===== config.mk =====
export PLATFORM = sky130hd
export DESIGN_NAME = accum_add
export DESIGN_NICKNAME = d
export VERILOG_FILES = /design/src/rtl/accum_add.sv
export SDC_FILE = /design/constraint.sdc
export NUM_CORES = 1
export LEC_CHECK = 0
export CAP_MARGIN = 20
export CORE_MARGIN = 10
export CORE_UTILIZATION = 30
export DETAILED_ROUTE_END_ITERATION = 7
export PLACE_DENSITY = 0.52
export SETUP_SLACK_MARGIN = 0.5
export SLEW_MARGIN = 20
export SYNTH_ARGS = -nofsm -noshare
export SYNTH_HDL_FRONTEND = slang
export SYNTH_SLANG_ARGS = --single-unit

===== constraint.sdc =====
create_clock -name clk -period 3.7 [get_ports clk]
set_input_delay 0.37 -clock clk [delete_from_list [all_inputs] [get_ports clk]]
set_output_delay 0.37 -clock clk [all_outputs]
set_load 0.01 [all_outputs]

===== src/rtl/accum_add.sv =====
// rtl/accum_add.sv - PE add/accumulate stage: saturating accumulate into a per-PE activation file
module accum_add #(
  parameter int DATA_W = 16,
  parameter int ADDR_W = 4,
  parameter int CNT_W  = 16
) (
  input  logic              clk,
  input  logic              rst_n,
  input  logic [1:0]        comp_en_add,
  input  logic [ADDR_W-1:0] out_act_addr_add,
  input  logic [DATA_W-1:0] mult_result_add,
  input  logic              clr_acc,
  input  logic              rd_en,
  input  logic [ADDR_W-1:0] rd_addr,
  output logic [DATA_W-1:0] rd_data,
  output logic              rd_valid,
  output logic              busy,
  output logic              sat_flag,
  output logic [CNT_W-1:0]  acc_cnt
);

  localparam int DEPTH = 1 << ADDR_W;
  localparam logic [DATA_W-1:0] SAT_MAX = {1'b0, {(DATA_W-1){1'b1}}};
  localparam logic [DATA_W-1:0] SAT_MIN = {1'b1, {(DATA_W-1){1'b0}}};
  localparam logic [1:0] EN_ACC = 2'b01;

  logic [DATA_W-1:0] acc [DEPTH];

  logic              wb_valid;
  logic [ADDR_W-1:0] wb_addr;
  logic [DATA_W-1:0] wb_sum;
  logic              wb_sat;

  logic              is_acc;
  logic [DATA_W-1:0] operand;
  logic [DATA_W:0]   sum_ext;
  logic              sum_ovf;
  logic [DATA_W-1:0] sum_sat;
  logic [DATA_W-1:0] rd_next;

  // The pending writeback is the newest value of its address, so both the
  // adder and the read-out port take it in preference to the file.
  always_comb begin
    is_acc  = (comp_en_add == EN_ACC);
    operand = acc[out_act_addr_add];
    if (wb_valid && (wb_addr == out_act_addr_add)) begin
      operand = wb_sum;
    end
    sum_ext = {operand[DATA_W-1], operand} + {mult_result_add[DATA_W-1], mult_result_add};
    sum_ovf = sum_ext[DATA_W] ^ sum_ext[DATA_W-1];
    sum_sat = sum_ext[DATA_W-1:0];
    if (sum_ovf) begin
      sum_sat = sum_ext[DATA_W] ? SAT_MIN : SAT_MAX;
    end
    rd_next = acc[rd_addr];
    if (wb_valid && (wb_addr == rd_addr)) begin
      rd_next = wb_sum;
    end
  end

  always_ff @(posedge clk or negedge rst_n) begin
    if (!rst_n) begin
      for (int i = 0; i < DEPTH; i++) begin
        acc[i] <= '0;
      end
    end else if (clr_acc) begin
      for (int i = 0; i < DEPTH; i++) begin
        acc[i] <= '0;
      end
    end else if (wb_valid) begin
      acc[wb_addr] <= wb_sum;
    end
  end

  always_ff @(posedge clk or negedge rst_n) begin
    if (!rst_n) begin
      wb_valid <= 1'b0;
      wb_addr  <= '0;
      wb_sum   <= '0;
      wb_sat   <= 1'b0;
    end else if (clr_acc) begin
      wb_valid <= 1'b0;
    end else begin
      wb_valid <= is_acc;
      if (is_acc) begin
        wb_addr <= out_act_addr_add;
        wb_sum  <= sum_sat;
        wb_sat  <= sum_ovf;
      end
    end
  end

  // Count and saturation are credited when the op commits to the file.
  always_ff @(posedge clk or negedge rst_n) begin
    if (!rst_n) begin
      acc_cnt  <= '0;
      sat_flag <= 1'b0;
    end else if (clr_acc) begin
      acc_cnt  <= '0;
      sat_flag <= 1'b0;
    end else if (wb_valid) begin
      acc_cnt <= acc_cnt + CNT_W'(1);
      if (wb_sat) begin
        sat_flag <= 1'b1;
      end
    end
  end

  always_ff @(posedge clk or negedge rst_n) begin
    if (!rst_n) begin
      rd_data  <= '0;
      rd_valid <= 1'b0;
    end else begin
      rd_valid <= rd_en;
      if (rd_en) begin
        rd_data <= rd_next;
      end
    end
  end

  assign busy = wb_valid;

endmodule


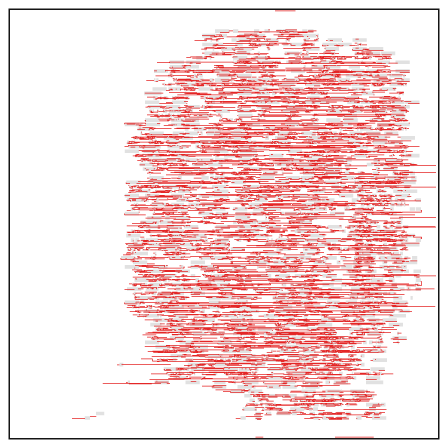
Fig. 1. Metal 1 (run 1).
- share of all routed wire: 40%
- longest straight run: 56.1 um
- nets with wire on the layer: 1903

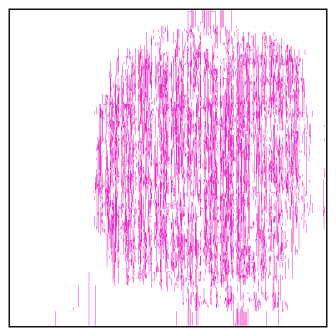
Fig. 2. Met2 routing (run 1).
- main direction: vertical
- longest straight run: 138 um
- share of all routed wire: 47%
- nets with wire on the layer: 1563
routing usage on met2: 31.7%
total length of routed wires: 67.0 mm
routed via count: 15100

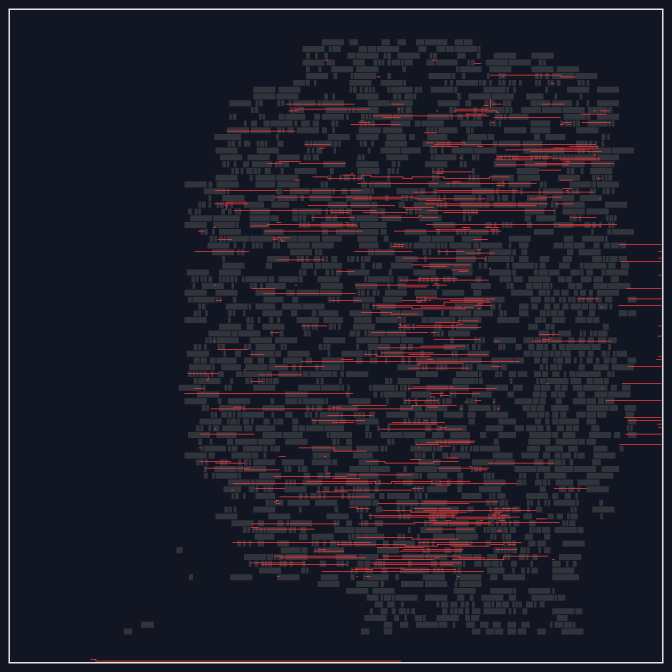
Fig. 3. Met3 routing (run 1).
- wire length on this layer: 5500 um
- nets with wire on the layer: 147
- share of all routed wire: 8.2%
- longest straight run: 122 um
- main direction: horizontal

==> run 1: how the worst max path moves through the flow <==
stage	startpoint	endpoint	slack, ns	depth (start not counted)
finish	acc[16]	wb_sum[12]	-0.06	14
global route	acc[16]	wb_sum[12]	-0.20	14
CTS	acc[82]	wb_sum[1]	-0.04	12
detailed placement	out_act_addr_add[2]	wb_sum[12]	-0.64	13
global placement	out_act_addr_add[0]	wb_sum[9]	-0.57	14
floorplan	out_act_addr_add[0]	wb_sum[14]	-0.20	14
==> run 1: metal layers <==
layer	GRT usage, %	up-vias
met4	8.83	0
li1	-	6618
met3	4.22	152
met1	25.0	7668
met5	0	-
met2	31.7	656
==> run 1: power by group <==
part	internal, mW	switching [mW]	total, mW
registers	3.50	0.0687	3.57
clock network	2.54	1.55	4.09
logic	0.432	0.796	1.23
total	6.47	2.41	8.88
==> run 1: cells by family after synthesis <==
group,count (synthesis)
and+or+nand+nor,682
adders and majority gates,33
muxes,180
DFF,312
buffers and inverters,159
AOI/OAI and AO/OA,384
xor gates and xnor gates,38
==> run 1: synth_stat cells (15+ instances only) <==
| master | count | area (um^2) |
|---|---|---|
| sky130_fd_sc_hd__mux2_2 | 19 | 214 |
| sky130_fd_sc_hd__dfrtp_1 | 312 | 7810 |
| sky130_fd_sc_hd__nor2b_1 | 19 | 119 |
| sky130_fd_sc_hd__buf_2 | 17 | 85.1 |
| sky130_fd_sc_hd__mux4_2 | 144 | 3240 |
| sky130_fd_sc_hd__o21ai_0 | 23 | 115 |
| sky130_fd_sc_hd__xor2_1 | 22 | 193 |
| sky130_fd_sc_hd__a211oi_1 | 36 | 270 |
| sky130_fd_sc_hd__nand2_1 | 572 | 2150 |
| sky130_fd_sc_hd__mux2i_1 | 17 | 170 |
| sky130_fd_sc_hd__a21oi_1 | 305 | 1530 |
| sky130_fd_sc_hd__clkbuf_1 | 126 | 473 |
| sky130_fd_sc_hd__maj3_1 | 15 | 150 |
| sky130_fd_sc_hd__nor2_1 | 58 | 218 |
| sky130_fd_sc_hd__xnor2_1 | 16 | 140 |
| sky130_fd_sc_hd__ha_1 | 17 | 213 |
==> run 1: final cells by class <==
cell class	count	area, um^2	share of cell area [%]
sequential	312	7810	35.2
tap	765	957	4.32
timing repair buffer	295	2620	11.8
multi-input combinational	1317	9420	42.5
inverter	5	21.3	0.0959
clock buffer	55	1140	5.12
clock inverter	10	210	0.948
==> run 1: sequential cells by signal, indices dropped and copies added (netlist names) <==
register and count:
busy 1, wb_addr 4, sat_flag 1, wb_sat 1
rd_data 16, acc 256, rd_valid 1, acc_cnt 16
wb_sum 16
==> run 1: what timing repair did <==
item	CTS	global route
cloned	1	0
pin swaps	13	18
endpoints found under the setup margin	17	17
resized	24	44
hold endpoints to repair	82	0
hold buffers	1	0
setup buffers	9	3
==> flow.log, run 1 <==
[flow] collecting metrics
[metrics] DR WL met3: 5.50 mm
[metrics] H-tree level count: 2
[metrics] routed wirelength normalized by instance count: 24.3 um
[metrics] critical path's top delay family: multiplexers
[metrics] maximum number of pins on one net before global-route repair: approximately 180
[metrics] initial antenna violation count: 0
[metrics] max_slew headroom: 21.6%
[metrics] RSZ-0062 raised after global routing: yes
[metrics] kind of end point of the critical path: flop
[metrics] most common logic cell in the routed design: sky130_fd_sc_hd__nand2_1
[metrics] wire length of the first global-routing pass: 101 mm
[metrics] smallest setup slack after layout: -0.0576 ns
[metrics] critical path arrival: 4.25 ns
[metrics] share of cell area taken by muxes after synthesis: 20.7%
[metrics] worst reg-to-reg setup slack: -0.06 ns
[metrics] setup-violating endpoint count in the final report: 6
[metrics] wire length on met2: 31.8 mm
[metrics] CTS tree: built
[metrics] kind of critical path: flop to flop
[metrics] Avg Inst Size Synth: 9.81 um^2
[metrics] clock transition at the register clock pins on the worst setup and hold paths after CTS: roughly 0.06 ns
[metrics] ys cells: approximately 1800
[metrics] XOR/XNOR share of the synthesized area: 1.90%
[metrics] count of input and output buffers: about 64
[metrics] highest cell delay on the worst timing path: 0.56 ns
[metrics] core footprint: slightly below 0.06 mm^2
[metrics] share of synthesized area occupied by flip-flops and latches: 44.5%
[metrics] destination of the worst hold path: wb_addr[1]
[metrics] via count of the first global-routing pass: between 15000 and 20000
[metrics] wire length the detailed router placed on met1: 26.6 mm
[metrics] root buffer cell: sky130_fd_sc_hd__clkbuf_16
[metrics] Warnings, synthesis: 0
[metrics] Hold Crit Class: input pin to flop
[metrics] violated checks: setup timing
[metrics] start of the worst register-to-register path: acc[16]
[metrics] share of flip-flops with an asynchronous set or reset after synthesis: 100%
[metrics] Non-Filler Cell Area, Final: 0.0222 mm^2
[metrics] tool warnings: 31
[metrics] DRC violation total after the first TritonRoute iteration: 1624
[metrics] Reg2Reg Capture Point: wb_sum[12]
[metrics] CP max-delay cell: sky130_fd_sc_hd__mux4_2
[metrics] Die Footprint: 0.0685 mm^2
[metrics] worst supply voltage drop on vdd: 0.311 mV
[metrics] top metal layer carrying routed signals: met4
[metrics] maximum fanout along the worst path: 3
[metrics] Inserted Clock Buffers: 37
[metrics] final routed DRC violation total: 0
[metrics] mapped cell area: 0.0175 mm^2
[metrics] leakage: 8.94 nW
[metrics] P per Cell Area: 401 mW/mm^2
[metrics] final HPWL from detailed placement: 40.9 mm
[metrics] final number of hold-violating endpoints: 0
[metrics] fin crit share: 102%
[metrics] sum of buffers and inverters on the critical path: 2
[metrics] instance area at placement: approximately 0.020 mm^2
[metrics] worst-case reg-to-reg path depth: 14
[metrics] number of enable-type register cells in the synthesized netlist: 0
[metrics] Clock Sinks: 312
[metrics] AND-OR/OR-AND Cells, Area Fraction: 11.9%
[metrics] Total Power: ~8.9 mW
[metrics] Primary FF master, synth: sky130_fd_sc_hd__dfrtp_1
[metrics] gr ovfl total: 0
[metrics] fraction of layout instances using a drive strength above 1: between 20% and 30%
[metrics] antenna viol nets, final: 0
[metrics] post-synthesis to final-layout area growth: 26.4%
[metrics] Post-Route Utilization: 38.4%
[metrics] crit path cell chain: mux4_2 -> mux4_2 -> mux2_4 -> ha_4 -> fa_2 -> a211oi_4 -> o211ai_1 -> nand2_1 -> buf_4 -> buf_6 -> nand2_4 -> xnor2_2 -> maj3_2 -> o21ai_2
[metrics] origin of the worst min-delay path: out_act_addr_add[1]
[metrics] Largest logic family: multiplexers
[metrics] Cell Type Count: 44
[metrics] x dimension of the die: 262 um
[metrics] synthesized instance count: 1788
[metrics] number of placement rows: 88
[metrics] later-pin clock latency in the skew report: 0.58 ns
[metrics] final-stage net count: between 2000 and 2500
[metrics] CP required: 4.19 ns
[metrics] Crit path top cell by count: sky130_fd_sc_hd__mux4_2
[metrics] number of synthesized register bits: 312
[metrics] routed via count divided by cell count: about 5.5
[metrics] count of filler cells inserted in the layout: 5666
[metrics] most used cells in the layout excluding fill and tap cells: sky130_fd_sc_hd__nand2_1, sky130_fd_sc_hd__dfrtp_1, sky130_fd_sc_hd__a21oi_1
[metrics] GRT Util Overall: between 10% and 20%
[metrics] total negative setup slack: -0.171 ns
[metrics] Longest Clk Path Bufs: 3
[metrics] Yosys chip area: 0.0175 mm^2
[metrics] number of top-level pins: 65
[metrics] final slew viol count: 0
[metrics] final RePlAce weighted congestion: around 0.89
[metrics] chip height: 262 um
[metrics] number of iterations in the first detailed-routing pass: 6
[metrics] Max Cap Viol: 0
[metrics] Cell Count, Final, Fillers Out: around 2800
[metrics] slew at the pin closest to its max-slew limit: 1.17 ns
[metrics] cell count of the worst hold path: 5
[metrics] Adder-Cell Fraction of Synth Area: 2.18%
[metrics] CP Launch Type: flop
[metrics] Period minus WS final: ~3.8 ns
[metrics] number of nets produced by synthesis: 1836
[metrics] final-layout worst hold slack: 0.391 ns
[metrics] yosys simple share: 15.3%
[metrics] result of the run: complete, but fails checks
[metrics] Pre-Place Util: 30.3%
[metrics] count of placed standard cells including taps: between 2000 and 3000
[metrics] setup clock skew after layout: 0.0365 ns
[metrics] worst-case setup slack after placement: -0.639 ns
[metrics] Max Freq: 266 MHz
[metrics] number of antenna cells inserted: 0
Fig. 4: run 1, track usage over the die
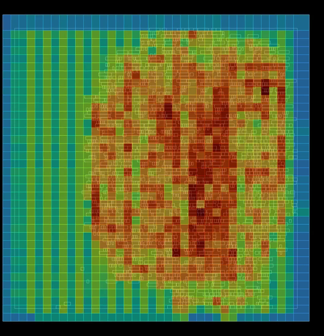

==> run 2: changes to the inputs <==
- ABC_AREA: default -> 1
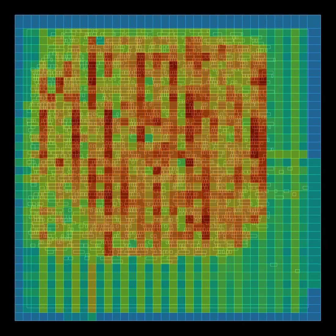
Fig. 5. Track usage over the die (run 2).
met3 track demand over resource: 4.46%
layer with the highest usage after global routing: met1

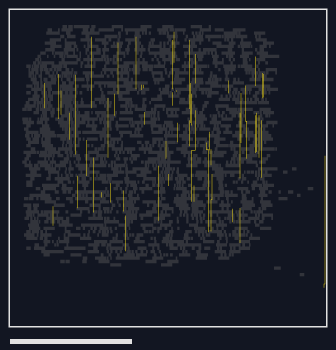
Fig. 6. Metal 4 (run 2).
Bar = 100 um.
- wire length on this layer: 1660 um
- longest straight run: 105 um
routed via count: 17100
total length of routed wires: 66.2 mm

==> run 2 against run 1 <==
Against the previous run: the run now ends clean; power rose by 6.0%; clock skew down 0.018 ns; die size is 1.6% lower; sequential share of layout area grew 2.6 points; synthesized cell count rose by 25%; global-route usage shrank 0.65 points; highest routed layer unchanged; critical path depth increased by 5; clock power down 3%.
==> flow.log, run 2 <==
[flow] collecting metrics
[metrics] Warnings, synthesis: 0
[metrics] DRC violation total after the first TritonRoute iteration: 2154
[metrics] Avg Inst Size Synth: 7.69 um^2
[metrics] Pre-Place Util: 30.5%
[metrics] routed via count divided by cell count: 5.61
[metrics] share of cell area taken by muxes after synthesis: 0%
[metrics] via count of the first global-routing pass: 15800
[metrics] Period minus WS final: 3.26 ns
[metrics] fin crit share: 88.2%
[metrics] final routed DRC violation total: 0
[metrics] Largest logic family: AND-OR/OR-AND gates
[metrics] share of total power consumed by net switching: 31.0%
[metrics] Max Freq: 307 MHz
[metrics] CP max-delay cell: sky130_fd_sc_hd__clkdlybuf4s50_1
[metrics] setup clock skew after layout: 0.0181 ns
[metrics] worst supply voltage drop on vdd: 0.266 mV
[metrics] switching power: 2.92 mW
[metrics] Total Power: 9.42 mW
[metrics] tool warnings: 31
[metrics] share of flip-flops with an asynchronous set or reset after synthesis: 100%
[metrics] routed wirelength normalized by instance count: 21.8 um
[metrics] most common logic cell in the routed design: sky130_fd_sc_hd__o21ai_0
[metrics] H-tree level count: 2
[metrics] Max Cap Viol: 0
[metrics] P per Cell Area: approximately 460 mW/mm^2
[metrics] final slew viol count: 0
[metrics] number of synthesized register bits: between 300 and 400
[metrics] max FFs per register: roughly 260
[metrics] final RePlAce weighted congestion: a little over 0.9
[metrics] Cell Type Count: 38
[metrics] Clock Power Share: around two fifths
[metrics] slew at the pin closest to its max-slew limit: between 1 and 1.5 ns
[metrics] fraction of layout instances using a drive strength above 1: 11.8%
[metrics] chip height: 260 um
[metrics] leakage: 8.75 nW
[metrics] initial antenna violation count: 0
[metrics] internal power contribution: about 6.5 mW
[metrics] wire length of the first global-routing pass: 100 mm
[metrics] number of top-level pins: 65
[metrics] number of enable-type register cells in the synthesized netlist: 0
[metrics] CP required: slightly above 4 ns
[metrics] number of antenna cells inserted: 0
[metrics] ys cells: ~2200
[metrics] Adder-Cell Fraction of Synth Area: 1.35%
[metrics] crit path cell chain: clkdlybuf4s50_1 -> inv_2 -> a221oi_4 -> o2111ai_4 -> clkbuf_16 -> nand2_4 -> o21ai_2 -> ha_1 -> a21oi_1 -> nand2_1 -> nand2_1 -> nand2_2 -> nand2_2 -> nand2_2 -> nand2_2 -> nand2_2 -> a21oi_4 -> clkbuf_16 -> a21oi_2
[metrics] combinational share of power: a little under a fifth
[metrics] Primary FF master, synth: sky130_fd_sc_hd__dfrtp_1
[metrics] maximum fanout along the worst path: 8
[metrics] synthesized instance count: 2242
[metrics] mapped cell area: about 0.017 mm^2
[metrics] kind of end point of the critical path: flop
[metrics] AND-OR/OR-AND Cells, Area Fraction: 27.5%
[metrics] x dimension of the die: 260 um
[metrics] result of the run: finished clean
[metrics] yosys simple share: 15.9%
[metrics] kind of critical path: input pin to flop
[metrics] Largest type area fraction: between 40% and 50%
[metrics] critical path arrival: 3.70 ns
[metrics] Clock Sinks: 312
[metrics] Yosys top cell by instances: sky130_fd_sc_hd__o21ai_0
[metrics] final-layout worst hold slack: 0.414 ns
[metrics] Crit path top cell by count: sky130_fd_sc_hd__nand2_2
[metrics] Post-synth area hogs: sky130_fd_sc_hd__dfrtp_1, sky130_fd_sc_hd__o21ai_0, sky130_fd_sc_hd__nand3_1
[metrics] clock transition at the register clock pins on the worst setup and hold paths after CTS: 0.05 ns
[metrics] Longest Clk Path Bufs: 3
[metrics] final HPWL from detailed placement: ~41 mm
[metrics] Die Footprint: 0.0675 mm^2
[metrics] gr ovfl total: 0
[metrics] Inserted Clock Buffers: 39
[metrics] largest reg by FF count: acc
[metrics] GRT Util Overall: 19.0%
[metrics] root buffer cell: sky130_fd_sc_hd__clkbuf_16
[metrics] XOR/XNOR share of the synthesized area: less than 1%
[metrics] register share of total power: 38.8%
[metrics] RSZ-0062 raised after global routing: yes
[metrics] top cell types by occurrence after synthesis: sky130_fd_sc_hd__o21ai_0, sky130_fd_sc_hd__nand3_1, sky130_fd_sc_hd__dfrtp_1
[metrics] core footprint: 0.0566 mm^2
[metrics] final number of hold-violating endpoints: 0
[metrics] highest cell delay on the worst timing path: 0.62 ns
[metrics] Yosys chip area: ~0.017 mm^2
[metrics] CTS tree: built
[metrics] number of nets produced by synthesis: about 2300
[metrics] max_slew headroom: 31.1%
[metrics] setup-violating endpoint count in the final report: 0
[metrics] post-synthesis to final-layout area growth: 19.6%
[metrics] later-pin clock latency in the skew report: 0.56 ns
[metrics] CP Launch Type: input pin
[metrics] number of placement rows: 87
[metrics] antenna viol nets, final: 0
[metrics] final-stage net count: roughly 2300
[metrics] share of synthesized area occupied by flip-flops and latches: 45.3%
[metrics] maximum number of pins on one net before global-route repair: roughly 100
[metrics] Hold Crit Class: input pin to flop
[metrics] count of input and output buffers: 64
[metrics] most used cells in the layout excluding fill and tap cells: sky130_fd_sc_hd__o21ai_0, sky130_fd_sc_hd__nand3_1, sky130_fd_sc_hd__dfrtp_1
[metrics] number of iterations in the first detailed-routing pass: 5
[metrics] most area-hungry cell type in the Yosys netlist: sky130_fd_sc_hd__dfrtp_1
[run 2: cell count changes in the layout (fill, tap and decap cells not counted), sizes merged, moves of 35 or more]
cell and delta:
mux4 -144, nand3 +339, o21ai +405, nand2 -385, o22ai +130, inv +206, buf -130, a211oi -35
[run 2: final cells by class]
class                           instances  area, um^2
Clock buffer                           59        1170
Multi-Input combinational cell       1520        8110
Clock inverter                         11         140
Tap cell                              756         946
Sequential cell                       312        7810
Fill cell                            5911       36000
Inverter                              215         812
Timing Repair Buffer                  170        1640
[run 2: power groups by stage]
stage          registers, mW  clock network (mW)  logic (mW)
2_1_floorplan           3.69                   0       0.959
3_3_place_gp            3.71                   0        1.65
3_5_place_dp            3.72                   0        1.65
4_1_cts                 3.66                4.02        1.67
5_1_grt                 3.68                4.17        1.96
6_report                3.66                3.96        1.80
[run 2: what timing repair did]
item / CTS / global route
pin swaps: 0 / 42
cloned: 0 / 4
gates resized: 4 / 79
endpoints found under the setup margin: 16 / 17
setup buffers: 0 / 9
hold buffers: 1 / 0
endpoints found under the hold margin: 95 / 0
[run 2: worst max-delay path, delay by kind of cell]
family | cells | cell delay (ns)
simple gates | 8 | 0.66
fa+ha+maj | 1 | 0.33
compound gates | 6 | 1.13
buf+inv | 4 | 1.21
[run 2: logic make-up after synthesis]
group / Yosys count
DFF: 312
buffers and inverters: 410
AOI/OAI and AO/OA: 886
and+or+nand+nor: 604
adders and majority gates: 18
xor gates and xnor gates: 12
[run 2: metrics by stage]
step / instances / instance area (um^2) / setup slack (ns) / setup TNS (ns) / utilization [%]
final: 3043 / 20600 / 0.438 / 0 / 36.4
after detailed placement: 2959 / 18900 / -0.117 / -1.40 / 33.3
after CTS: 3030 / 20200 / 0.504 / 0 / 35.7
after global routing: 3043 / 20600 / 0.328 / 0 / 36.4
after global placement: 2959 / 18900 / -0.0338 / -0.195 / 33.3
after floorplan: 2242 / 17200 / 0.604 / 0 / -
[run 2: layer usage]
metal,vias up,track usage [%],share of wire [%]
met4,0,5.98,2.5
li1,7860,-,-
met5,-,0,0
met3,126,4.46,9.5
met2,817,27.1,42
met1,8258,27.6,46
[run 2: worst paths after layout]
path	start	endpoint	slack, ns	depth (start not counted)
setup / recovery	out_act_addr_add[3]	wb_sum[6]	0.44	19
hold / removal	out_act_addr_add[1]	wb_addr[1]	0.41	4
setup reg to reg	wb_addr[2]	wb_sum[6]	0.46	19
hold reg to reg	rd_data[12]	rd_data[12]	0.51	2
max in group asynchronous	rst_n	acc[243]	2.28	3
min in group asynchronous	rst_n	acc[176]	0.48	2
No activity file was given, so power comes from the tool's default toggle rates.
